Fig. 1: placed standard cells
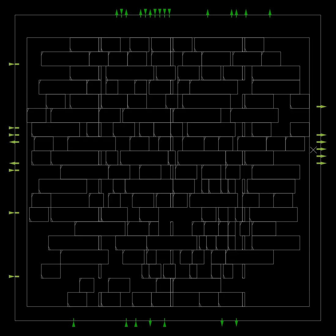
Fig. 2: met2 routing
Scale bar: 20 um.
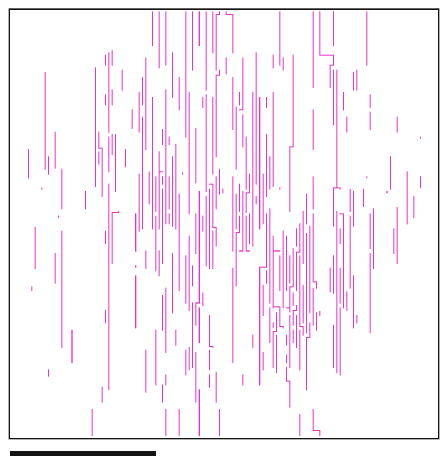
Fig. 3: where the registers sit
Other sequential cells in the stronger gray, the rest of the logic in the fainter gray.
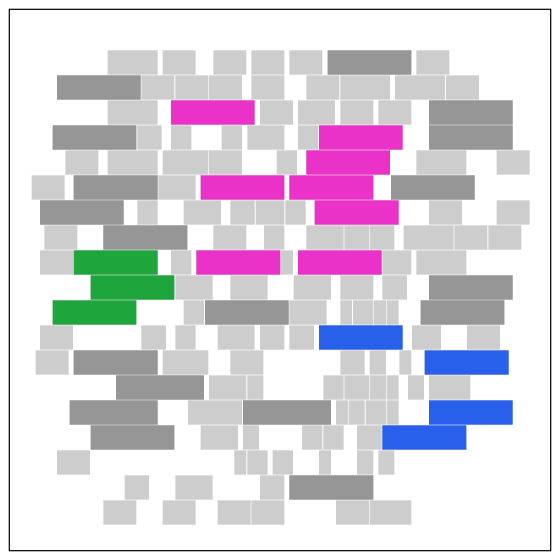
Fig. 4: routed metal, one color a layer
Only two layers are drawn.
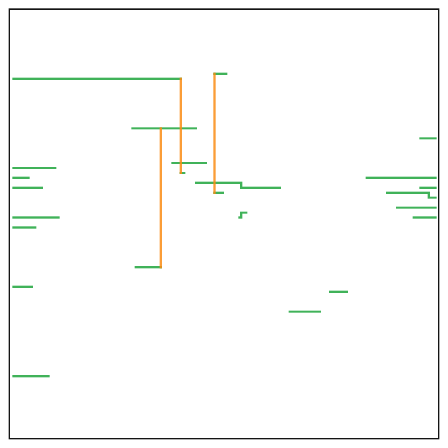
==> src/rtl/spi_slave.sv <==
`timescale 1ns/1ps
// SPI slave, modes 0-3, MSB first. sclk/ss_n/mosi are resynchronised into clk,
// so rx_valid follows the synchronised sample edge by one clk.
module spi_slave #(
    parameter int WIDTH = 8
) (
    input  logic             clk,
    input  logic             reset,
    input  logic             load,
    input  logic [WIDTH-1:0] inload,
    input  logic [1:0]       mode,
    input  logic             ss_n,
    input  logic             sclk,
    input  logic             mosi,
    output logic             miso,
    output logic             miso_oe,
    output logic [WIDTH-1:0] slave_sr,
    output logic [WIDTH-1:0] rx_data,
    output logic             rx_valid,
    output logic             busy
);

    localparam int CW = $clog2(WIDTH + 1);
    localparam logic [CW-1:0] LAST_BIT = CW'(WIDTH - 1);
    localparam logic [0:0] IDLE   = 1'b0;
    localparam logic [0:0] ACTIVE = 1'b1;

    logic [2:0]       sclk_sync;
    logic [2:0]       ss_sync;
    logic [1:0]       mosi_sync;
    logic [0:0]       state;
    logic [WIDTH-1:0] sr;
    logic [WIDTH-1:0] sr_next;
    logic [CW-1:0]    bit_cnt;
    logic             cpol;
    logic             cpha;
    logic             miso_q;
    logic             sclk_rise;
    logic             sclk_fall;
    logic             ss_fall;
    logic             ss_rise;
    logic             lead_edge;
    logic             trail_edge;
    logic             sample_edge;
    logic             shift_edge;

    // Bits [1] are the synchronised levels; bit [2] is the delayed copy for edge detection.
    always_ff @(posedge clk or negedge reset) begin
        if (!reset) begin
            sclk_sync <= 3'b000;
            ss_sync   <= 3'b111;
            mosi_sync <= 2'b00;
        end else begin
            sclk_sync <= {sclk_sync[1:0], sclk};
            ss_sync   <= {ss_sync[1:0], ss_n};
            mosi_sync <= {mosi_sync[0], mosi};
        end
    end

    always_comb begin
        sclk_rise   = sclk_sync[1] & ~sclk_sync[2];
        sclk_fall   = ~sclk_sync[1] & sclk_sync[2];
        ss_fall     = ~ss_sync[1] & ss_sync[2];
        ss_rise     = ss_sync[1] & ~ss_sync[2];
        lead_edge   = cpol ? sclk_fall : sclk_rise;
        trail_edge  = cpol ? sclk_rise : sclk_fall;
        sample_edge = cpha ? trail_edge : lead_edge;
        shift_edge  = cpha ? lead_edge : trail_edge;
        sr_next     = {sr[WIDTH-2:0], mosi_sync[1]};
    end

    always_ff @(posedge clk or negedge reset) begin
        if (!reset) begin
            state    <= IDLE;
            sr       <= '0;
            rx_data  <= '0;
            rx_valid <= 1'b0;
            miso_q   <= 1'b0;
            bit_cnt  <= '0;
            cpol     <= 1'b0;
            cpha     <= 1'b0;
        end else begin
            rx_valid <= 1'b0;
            case (state)
                IDLE: begin
                    if (ss_fall) begin
                        state   <= ACTIVE;
                        cpol    <= mode[1];
                        cpha    <= mode[0];
                        bit_cnt <= '0;
                        if (load) begin
                            sr <= inload;
                        end
                        // cpha=0 has no shift-out edge before the first sample, so preload the MSB.
                        if (!mode[0]) begin
                            miso_q <= load ? inload[WIDTH-1] : sr[WIDTH-1];
                        end
                    end else if (load) begin
                        sr <= inload;
                    end
                end
                default: begin
                    if (ss_rise) begin
                        state   <= IDLE;
                        bit_cnt <= '0;
                    end else if (sample_edge) begin
                        sr <= sr_next;
                        if (bit_cnt == LAST_BIT) begin
                            bit_cnt  <= '0;
                            rx_data  <= sr_next;
                            rx_valid <= 1'b1;
                        end else begin
                            bit_cnt <= bit_cnt + CW'(1);
                        end
                    end else if (shift_edge) begin
                        miso_q <= sr[WIDTH-1];
                    end
                end
            endcase
        end
    end

    always_comb begin
        busy     = (state == ACTIVE);
        miso_oe  = busy;
        miso     = busy & miso_q;
        slave_sr = sr;
    end

endmodule

==> config.mk <==
export PLATFORM = sky130hd
export DESIGN_NAME = spi_slave
export DESIGN_NICKNAME = d
export VERILOG_FILES = /design/src/rtl/spi_slave.sv
export SDC_FILE = /design/constraint.sdc
export NUM_CORES = 1
export LEC_CHECK = 0
export CAP_MARGIN = 20
export CORE_MARGIN = 2
export CORE_UTILIZATION = 47
export DETAILED_ROUTE_END_ITERATION = 10
export PLACE_DENSITY = 0.77
export SYNTH_ARGS = -nofsm -noshare
export SYNTH_HDL_FRONTEND = slang
export SYNTH_SLANG_ARGS = --single-unit
==> constraint.sdc <==
create_clock -name clk -period 2.6 [get_ports clk]
set_clock_uncertainty 0.2 [all_clocks]
set_input_delay 0.65 -clock clk [delete_from_list [all_inputs] [get_ports clk]]
set_output_delay 0.65 -clock clk [all_outputs]
set_load 0.05 [all_outputs]
==> run notes <==
fresh numbers from the pnr run: Floorplan Utilization 50.22%, crit path DAT 1.68 ns, floorplan net count 120, top library cells by usage in the layout, fill and taps aside clkdlybuf4s50_1, dfrtp_1, nand2b_1, maximum VDD drop 0.5046 mV, H-tree depth 2, Leakage 0.0008133 uW, final max-slew violation count 0, average size of a mapped cell 13.68 um2, Critical Path, Cell by Cell clkdlybuf4s50_1, Clk Latency, worst-skew pair 0.32 ns, boundary pin count 36, number of remaining DRC errors 1, die height 58.75 um, average via count per standard cell 5.559, status complete, but fails checks, kind of critical path flop to output pin, Remaining Overflow, GRT 0, Setup TNS Final 0 ns, largest net degree at the start of global routing 34, violated checks design-rule violations, cell with the largest stage delay on the worst path clkdlybuf4s50_1, final setup violating endpoints 0, slowest cell delay on critical path 0.85 ns, Max Cap Violations 0, Area growth syn-to-layout 32.86%, GP Congestion 0.7240, number of standard cells after synthesis 103
-- Fig. 1 (at the start) --
Floorplan Core Area: 2805 um2
filler cell count: 222
FF+latch count: 33
final core occ: 66.73%
number of standard-cell rows in the floorplan: 19

-- Fig. 2 (at the start) --
main direction: vertical
longest straight run: 28.2 um
share of all routed wire: 52%

-- Fig. 3 (at the start) --
[`bit_cnt`] blue | placed flops: 4
[`slave_sr`] magenta | placed flops: 8
[`sclk_sync`] green | placed flops: 3
not colored: 18

-- Fig. 4 (at the start) --
[metal 4] orange | wire length: 48.3 um
[metal 3] green | wire length: 121 um
post-detailed-routing wire length: 2722 um
Global Route Usage Sum: 17.35%
total via count after detailed routing: 984
routed wirelength normalized by instance count: 15.38 um

per-layer routing:
| metal | global-route usage, % | routed length, um |
|---|---|---|
| met1 | 20.61 | 1134 |
| met3 | 5.055 | 120 |
| met2 | 29.68 | 1418 |
| met5 | 0 | 0 |
| met4 | 6.494 | 48 |
synthesized netlist by cell type, drive strengths merged:
master | instances | share of area, %
nor2b | 1 | 0.44
and3 | 1 | 0.44
mux2i | 2 | 1.4
o211ai | 2 | 1.1
or4b | 1 | 0.71
a21o | 1 | 0.62
xor2 | 1 | 1.2
a211oi | 1 | 0.53
a22o | 2 | 1.2
nand3 | 1 | 0.35
nand2b | 13 | 5.8
nor3 | 1 | 0.35
inv | 1 | 0.27
nand2 | 4 | 1.1
dfrtp | 30 | 53
clkbuf | 2 | 0.53
dfstp | 3 | 5.6
nor2 | 5 | 1.3
mux2 | 13 | 13
o221a | 8 | 6.4
a21oi | 3 | 1.1
and2 | 2 | 0.89
buf | 2 | 1.3
o21ai | 2 | 0.71
ha | 1 | 0.89
registers in the layout (all words and copies together), names as in the netlist:
name and count:
rx_data 8, slave_sr 8, bit_cnt 4, sclk_sync 3, ss_sync 3, mosi_sync 2, busy 1, cpha 1
cpol 1, miso_q 1, rx_valid 1
timing repair:
action / 4_1_cts / 5_1_grt
setup endpoints to repair: 0 / 2
resized: 0 / 1
setup buffers: 0 / 0
through the flow:
stage | setup slack, ns | instance area (um2) | utilization [%] | hold slack (ns) | std cells
final | 0.06859 | 1872 | 66.73 | 0.1586 | 177
after global routing | 0.003849 | 1872 | 66.73 | 0.1666 | 177
after CTS | 0.06021 | 1869 | 66.64 | 0.1629 | 177
after detailed placement | 0.3393 | 1799 | 64.14 | 0.1402 | 169
after global placement | 0.4048 | 1799 | 64.14 | 0.1364 | 169
after floorplan | 0.3910 | 1409 | - | 0.1312 | 103
where the power goes:
group | switching [uW] | internal (uW) | leakage (uW) | total [uW]
Clock | 163 | 157 | 0.0000413 | 319
Sequential | 81.0 | 589 | 0.000405 | 670
Combinational | 297 | 211 | 0.000367 | 508
logic make-up after synthesis:
group | after synthesis | share of synthesized area [%]
mux | 15 | 13.94
fa+ha+maj | 1 | 0.8880
compound gates | 19 | 11.63
flops | 33 | 58.88
buf+inv | 5 | 2.132
simple gates | 29 | 11.37
xor+xnor | 1 | 1.155
final cells by class:
type                            instances  area (um2)
Clock buffer                            7       65.06
Clock inverter                          1       5.005
Fill cell                             222       933.4
Inverter                                1       3.754
Multi-Input combinational cell         65       549.3
Sequential cell                        33       829.5
Tap cell                               31       38.79
Timing Repair Buffer                   39       380.4
final timing paths:
kind	start	to	slack, ns	cells past startpoint
worst max-delay path	busy	busy	0.07	1
worst min-delay path	sclk_sync[0]	sclk_sync[1]	0.16	0
worst max register to register	cpol	rx_data[2]	0.54	6
worst min register to register	sclk_sync[0]	sclk_sync[1]	0.16	0
max in group asynchronous	reset	ss_sync[2]	1.36	2
min in group asynchronous	reset	cpol	0.52	2
No activity file was given, so power comes from the tool's default toggle rates.
